[src/rtl/uart_recv.sv]
// UART receiver: 8N1-style framing, MSB first, with overrun and framing error pulses.
// Define UART_RECV_MAJORITY_EN for 2-of-3 majority sampling around each decision point.
module uart_recv #(
  parameter int CLKS_PER_BIT = 16,
  parameter int W            = 8
) (
  input  logic         clk,
  input  logic         rst,
  input  logic         RxD,
  input  logic         rd_ack,
  output logic [W-1:0] data_out,
  output logic         rx_full,
  output logic         data_valid,
  output logic         frame_err,
  output logic         overrun,
  output logic         busy
);

  localparam int CW = $clog2(CLKS_PER_BIT);
  localparam int BW = (W > 1) ? $clog2(W) : 1;

  localparam logic [CW-1:0] HALF = CW'(CLKS_PER_BIT / 2 - 1);
  localparam logic [CW-1:0] FULL = CW'(CLKS_PER_BIT - 1);
  localparam logic [BW-1:0] LAST = BW'(W - 1);

  typedef enum logic [1:0] {
    IDLE,
    START,
    DATA,
    STOP
  } state_t;

  state_t state, state_nx;

  logic          rx_q;
  logic          rx_s;
  logic          rx_d1;
  logic          sample;
  logic [CW-1:0] cnt, cnt_nx;
  logic [BW-1:0] bits, bits_nx;
  logic [W-1:0]  shreg, shreg_nx;
  logic [W-1:0]  data_nx;
  logic          full_nx;
  logic          dv_nx;
  logic          fe_nx;
  logic          ov_nx;

  // rx_d1 doubles as the previous rx_s for falling-edge detection
  always_ff @(posedge clk or posedge rst) begin
    if (rst) begin
      rx_q  <= 1'b1;
      rx_s  <= 1'b1;
      rx_d1 <= 1'b1;
    end else begin
      rx_q  <= RxD;
      rx_s  <= rx_q;
      rx_d1 <= rx_s;
    end
  end

`ifdef UART_RECV_MAJORITY_EN
  logic rx_d2;

  always_ff @(posedge clk or posedge rst) begin
    if (rst) rx_d2 <= 1'b1;
    else     rx_d2 <= rx_d1;
  end

  assign sample = (rx_s & rx_d1) |
                  (rx_s & rx_d2) |
                  (rx_d1 & rx_d2);
`else
  assign sample = rx_s;
`endif

  always_ff @(posedge clk or posedge rst) begin
    if (rst) begin
      state      <= IDLE;
      cnt        <= '0;
      bits       <= '0;
      shreg      <= '0;
      data_out   <= '0;
      rx_full    <= 1'b0;
      data_valid <= 1'b0;
      frame_err  <= 1'b0;
      overrun    <= 1'b0;
    end else begin
      state      <= state_nx;
      cnt        <= cnt_nx;
      bits       <= bits_nx;
      shreg      <= shreg_nx;
      data_out   <= data_nx;
      rx_full    <= full_nx;
      data_valid <= dv_nx;
      frame_err  <= fe_nx;
      overrun    <= ov_nx;
    end
  end

  always_comb begin
    state_nx = state;
    cnt_nx   = cnt;
    bits_nx  = bits;
    shreg_nx = shreg;
    data_nx  = data_out;
    full_nx  = rx_full & ~rd_ack;
    dv_nx    = 1'b0;
    fe_nx    = 1'b0;
    ov_nx    = 1'b0;
    unique case (state)
      IDLE: begin
        cnt_nx  = '0;
        bits_nx = '0;
        if (rx_d1 && !rx_s) state_nx = START;
      end
      START: begin
        if (cnt == HALF) begin
          cnt_nx   = '0;
          state_nx = sample ? IDLE : DATA;
        end else begin
          cnt_nx = cnt + 1'b1;
        end
      end
      DATA: begin
        if (cnt == FULL) begin
          cnt_nx   = '0;
          shreg_nx = W'({shreg, sample});
          if (bits == LAST) begin
            bits_nx  = '0;
            state_nx = STOP;
          end else begin
            bits_nx = bits + 1'b1;
          end
        end else begin
          cnt_nx = cnt + 1'b1;
        end
      end
      STOP: begin
        if (cnt == FULL) begin
          cnt_nx   = '0;
          state_nx = IDLE;
          if (sample) begin
            // a simultaneous ack consumes the old byte, so no overrun
            data_nx = shreg;
            dv_nx   = 1'b1;
            ov_nx   = rx_full & ~rd_ack;
            full_nx = 1'b1;
          end else begin
            fe_nx = 1'b1;
          end
        end else begin
          cnt_nx = cnt + 1'b1;
        end
      end
      default: state_nx = IDLE;
    endcase
  end

  assign busy = (state != IDLE);

endmodule

[config.mk]
export PLATFORM = sky130hd
export DESIGN_NAME = uart_recv
export DESIGN_NICKNAME = d
export VERILOG_FILES = /design/src/rtl/uart_recv.sv
export SDC_FILE = /design/constraint.sdc
export NUM_CORES = 1
export LEC_CHECK = 0
export ABC_AREA = 1
export CORE_ASPECT_RATIO = 0.7
export CORE_MARGIN = 1
export CORE_UTILIZATION = 48
export CTS_CLUSTER_DIAMETER = 30
export DETAILED_ROUTE_END_ITERATION = 10
export PLACE_DENSITY = 0.73
export SYNTH_ARGS = -nofsm -noshare
export SYNTH_HDL_FRONTEND = slang
export SYNTH_SLANG_ARGS = --single-unit
export TNS_END_PERCENT = 50
[constraint.sdc]
create_clock -name clk -period 1.3 [get_ports clk]
set_input_delay 0.325 -clock clk [delete_from_list [all_inputs] [get_ports clk]]
set_output_delay 0.325 -clock clk [all_outputs]
set_load 0.02 [all_outputs]
Fig. 1: run 1, logic cells by family
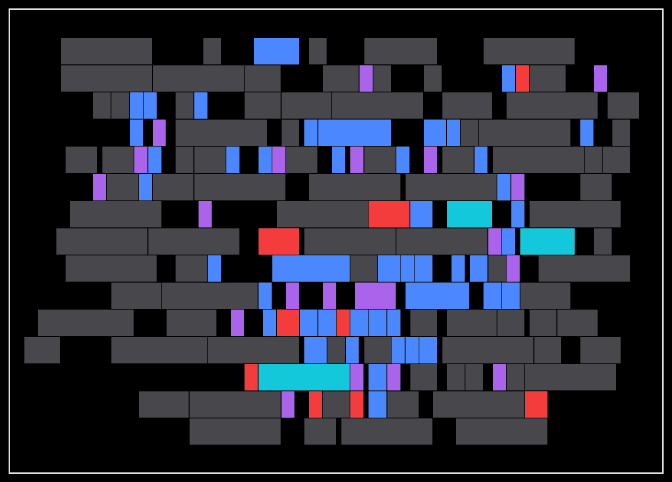
[NOR gates] red | cells: 9 | most used: nor2_1
[NAND gates] blue | cells: 46 | most used: nand2_1
[adder and majority cells] cyan | cells: 3
[inverters] purple | cells: 20 | most used: inv_1

Fig. 2: run 1, clock network drawn from the DEF
Bar = 20 um.
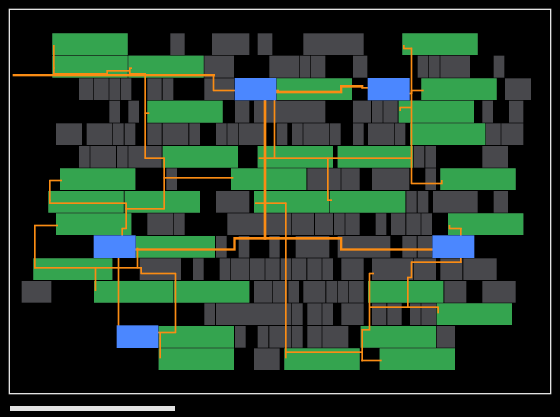
[cells driving clock nets] blue | count: 5
[clock wires] orange | length: 360 um
[flip-flops] green | count: 32
routed clock nets: 6

Fig. 3: run 1, sequential cells grouped by signal name
Bar = 20 um. Other sequential cells in the stronger grey, the rest of the logic in the fainter grey.
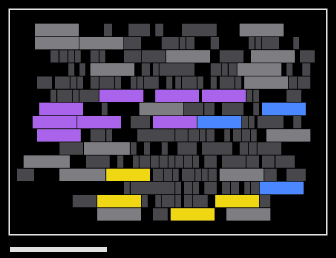
[shreg] purple | placed flops: 8
[bits] blue | placed flops: 3
[cnt] yellow | placed flops: 4 | where: bottom centre
not coloured: 17
fraction of area in registers: 0.4593
Util after Layout: 0.6863
flip-flop and latch area: 804.5 sq um
sequential power: 1.18 mW

==> run 1: cell families (layout without fill, tap and decap cells) <==
group	after synthesis	in the layout
and+or+nand+nor	54	55
DFF	32	32
buffers and inverters	22	54
AOI/OAI and AO/OA	20	20
adders and majority gates	3	3
xor gates and xnor gates	1	1
==> run 1: power by group through the flow <==
stage | Sequential (mW) | Combinational, mW | Clock [mW]
CTS | 1.16 | 0.679 | 0.830
global route | 1.20 | 0.923 | 0.865
global placement | 1.16 | 0.666 | 0
floorplan | 1.21 | 0.375 | 0
finish | 1.18 | 0.823 | 0.803
detailed placement | 1.17 | 0.688 | 0
==> run 1: final cells by class <==
cell class,count,area (sq um)
multi-input cells,79,498.0
repair buffers,27,227.7
inverters,20,82.58
clock buffers,7,96.34
well taps,34,42.54
flip-flops and latches,32,804.5
fillers,200,800.8
==> run 1: layer usage <==
metal  vias to the layer above  GRT usage
met2                        21     0.2536
met5                         -          0
met3                         2    0.07426
met1                       450     0.2329
li1                        493          -
met4                         0    0.05217
==> run 1: state kept, by name, indices dropped and copies added (netlist names), named ones only <==
signal and count:
data_out 8, shreg 8, cnt 4, bits 3, data_valid 1, frame_err 1, overrun 1, rx_d1 1
rx_full 1, rx_q 1, rx_s 1, state 1
==> run 1: synth_stat cells <==
| master | count | area (sq um) |
|---|---|---|
| a21oi_1 | 1 | 5.000 |
| buf_6 | 2 | 22.52 |
| clkinv_2 | 1 | 5.000 |
| dfrtp_1 | 29 | 725.7 |
| dfstp_2 | 3 | 78.83 |
| ha_1 | 3 | 37.54 |
| inv_1 | 17 | 63.81 |
| inv_2 | 2 | 7.510 |
| nand2_1 | 29 | 108.9 |
| nand2_2 | 1 | 6.260 |
| nand2_4 | 1 | 11.26 |
| nand3_1 | 11 | 55.05 |
| nand3_2 | 1 | 10.01 |
| nand4_1 | 1 | 6.260 |
| nand4_4 | 1 | 21.27 |
| nor2_1 | 6 | 22.52 |
| nor2_2 | 1 | 6.260 |
| nor2_4 | 1 | 11.26 |
| nor4_1 | 1 | 6.260 |
| o21ai_0 | 4 | 20.02 |
| o21ai_1 | 7 | 35.03 |
| o21ai_2 | 8 | 70.07 |
| xor2_1 | 1 | 8.760 |
==> run 1: worst min-delay path by stage <==
| stage | to | depth (start not counted) | slack [ps] |
|---|---|---|---|
| floorplan | rx_q$_DFF_PP1_ | 0 | 330 |
| global placement | rx_s$_DFF_PP1_ | 0 | 350 |
| detailed placement | rx_s$_DFF_PP1_ | 0 | 350 |
| CTS | rx_s$_DFF_PP1_ | 0 | 360 |
| global route | rx_s$_DFF_PP1_ | 0 | 360 |
| finish | rx_s$_DFF_PP1_ | 0 | 350 |
==> run 1: worst max-delay path, delay by kind of cell, from the launching register on <==
kind / cells / cell delay [ps]
flops: 1 / 400
simple gates: 1 / 150
buf+inv: 2 / 180
==> run 1: per-stage QoR <==
step / total power [mW] / hold WS [ps]
floorplan: 1.582 / 329.5
global placement: 1.829 / 346.4
detailed placement: 1.857 / 346.9
CTS: 2.668 / 355.5
global route: 2.986 / 363.0
finish: 2.810 / 354.0
==> run 1: repair_timing <==
item                       CTS  global route
buffers inserted             0             2
gates cloned                 0             1
pin swaps                    0             2
setup endpoints to repair   26            28
resized                     28            21
==> impl_metrics.ini, run 1 <==
; implementation run metrics
[synth]
ys_top_logic_family = simple AND/OR/NAND/NOR gates
yosys.cell_types.count = 23
ys_cells = 132
syn_nets = 139

[power]
switchingPower_uw = 897.4
p_leak_nw = 0.8448

[clock_tree]
cts-hold-fix-buffers = 0
h-tree-depth = 2
cts_sinks = 32

[route]
firstDrtPassIters = 5
dr_total_vias = 966
maxUsedRoutingLayer = met4
drc = 0
avgViaCountPerCell = 4.854
drt-initial-drc-count = 67

[outcome]
status = complete, but fails checks
violations = setup timing

[floorplan]
fp_util = 0.5270
core_sq_um = 2552

[sta]
hold_violations = 0
setup_violations = 2
postLayoutSetupSlackWorst_ps = -39.10

[run]
warnings = 28
maxCapViolCount = 0

[cells_and_area]
syn2layout_area_growth_pct = 30.23

[setup_path]
r2r_end = data_out[3]$_DFFE_PP0P_

[placed_design]
io_buffers = 16

[global_routing]
antenna_found_initial = 0
==> inputs of run 2 (changes only) <==
--- a/config.mk
+++ b/config.mk
@@ -7,11 +7,11 @@
 export LEC_CHECK = 0
 export ABC_AREA = 1
 export CORE_ASPECT_RATIO = 0.7
-export CORE_MARGIN = 1
 export CORE_UTILIZATION = 48
 export CTS_CLUSTER_DIAMETER = 30
 export DETAILED_ROUTE_END_ITERATION = 10
 export PLACE_DENSITY = 0.73
+export SLEW_MARGIN = 20
 export SYNTH_ARGS = -nofsm -noshare
 export SYNTH_HDL_FRONTEND = slang
 export SYNTH_SLANG_ARGS = --single-unit
Fig. 4: run 2, clock network drawn from the DEF
Bar = 20 um.
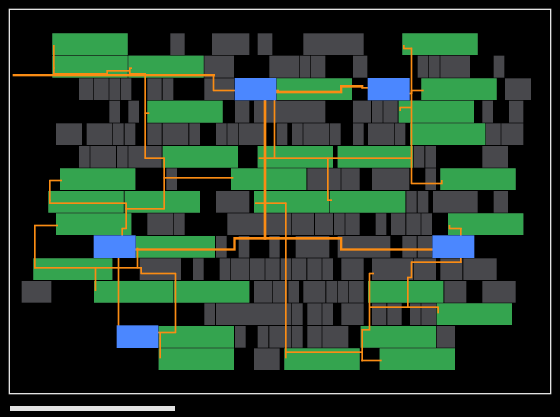
[cells driving clock nets] blue | count: 5
[clock wires] orange | length: 360 um
[flip-flops] green | count: 32
routed clock nets: 6
Worst-Skew Late Latency: 280 ps
clock power share: 0.286
Setup Skew: 10.07 ps

==> impl_metrics.ini, run 2 <==
; implementation run metrics
[sta]
hold_violations = 0
postLayoutSetupSlackWorst_ps = -39.10
setup_violations = 2

[route]
avgViaCountPerCell = 4.854
dr_total_vias = 966
drt-initial-drc-count = 67
drc = 0
firstDrtPassIters = 5

[synth]
edf_count = 0
async_flop_share = 1.000
yosysTopAreaCellShare = 0.5395
ys_cells = 132
syn_nets = 139
area_leaders = dfrtp_1 54%, nand2_1 8.1%, dfstp_2 5.9%, o21ai_2 5.2%, inv_1 4.7%
yosys.cell_types.count = 23
flop_cell = dfrtp_1
top_cells_by_count = 29 x dfrtp_1, 29 x nand2_1, 17 x inv_1, 11 x nand3_1, 8 x o21ai_2
synth.largest_area_cell = dfrtp_1

[global_routing]
grt_first_pass_wirelength_um = 3677
antenna_found_initial = 0
grt_overflow_total = 0

[power]
comb_power_share = 0.293
p_leak_nw = 0.8448
ir_drop_uv = 1184
power_mw = 2.810
switchingPower_uw = 897.4
seqPwrFrac = 0.421

[clock_tree]
numCtsBuffers = 5
cts-hold-fix-buffers = 0
h-tree-depth = 2
cts_max_path_buffers = 2
cts_sinks = 32

[run]
warnings = 28
maxCapViolCount = 0

[setup_path]
cp_max_fo = 2
startpoint_type = flip-flop

[outcome]
status = complete, but fails checks
violations = setup timing

[placed_design]
io_buffers = 16

[floorplan]
core_sq_um = 2552
fp_util = 0.5270
num_rows = 15

[cells_and_area]
fin_util = 0.6863
largest_registers = data_out (8), shreg (8), cnt (4)
syn2layout_area_growth_pct = 30.23
nets = 172
nFillCells = 200

[min_path]
hold_path_class = reg2reg
[run 2: cell counts in the layout (fill, tap and decap cells not counted)]
No cell type changed its count.
[run 2: path summary, 6_finish.rpt]
check / end / depth (start not counted)
setup / recovery: busy / 3
hold / removal: rx_s$_DFF_PP1_ / 0
setup reg to reg: data_out[3]$_DFFE_PP0P_ / 6
hold reg to reg: rx_s$_DFF_PP1_ / 0
max in group asynchronous: rx_d1$_DFF_PP1_ / 3
min in group asynchronous: shreg[5]$_DFFE_PP0P_ / 3
[run 2: worst max-delay path: stages (launching register included)]
cell,delay (ps)
dfrtp_1,400
nor2_2,150
inv_2,60
buf_6,120
[run 2: per-layer routing]
layer / GRT usage / share of wire
met3: 0.07426 / 0.051
met5: 0 / 0
met1: 0.2329 / 0.47
met4: 0.05217 / 0.0071
met2: 0.2536 / 0.47
[run 2: cell families (layout without fill, tap and decap cells)]
| group | Yosys count | in the layout | synth area share |
|---|---|---|---|
| XOR/XNOR | 1 | 1 | 0.006513 |
| AND/OR/NAND/NOR | 54 | 55 | 0.1972 |
| buffers and inverters | 22 | 54 | 0.07348 |
| AND-OR/OR-AND | 20 | 20 | 0.09674 |
| adder cells (fa/ha/maj) | 3 | 3 | 0.02791 |
| flip-flops | 32 | 32 | 0.5981 |
[run 2: what timing repair did]
action,4_1_cts,5_1_grt
gates cloned,0,1
pin swaps,0,2
setup endpoints to repair,26,28
resized,28,21
setup buffers,0,2
[run 2: layout make-up]
type	instances	area [sq um]	area share
clock buffers	7	96.34	0.05500
inverters	20	82.58	0.04714
multi-input cells	79	498.0	0.2843
flip-flops and latches	32	804.5	0.4593
well taps	34	42.54	0.02429
repair buffers	27	227.7	0.1300
[run 2: per-stage QoR]
stage	hold WS, ps	std cells	TNS, ps	setup WS (ps)
final	354.0	199	-44.00	-39.10
after global routing	363.0	199	-844.8	-95.21
after CTS	355.5	196	-88.07	-45.96
after detailed placement	346.9	189	-236.5	-135.3
after global placement	346.4	189	-96.80	-96.80
after floorplan	329.5	132	0	16.92
[run 2: power by group through the flow]
stage	Clock [mW]	Sequential [mW]	Combinational [mW]
4_1_cts	0.830	1.16	0.679
5_1_grt	0.865	1.20	0.923
2_1_floorplan	0	1.21	0.375
3_3_place_gp	0	1.16	0.666
6_report	0.803	1.18	0.823
3_5_place_dp	0	1.17	0.688
Power is estimated from default activity; no workload was simulated.
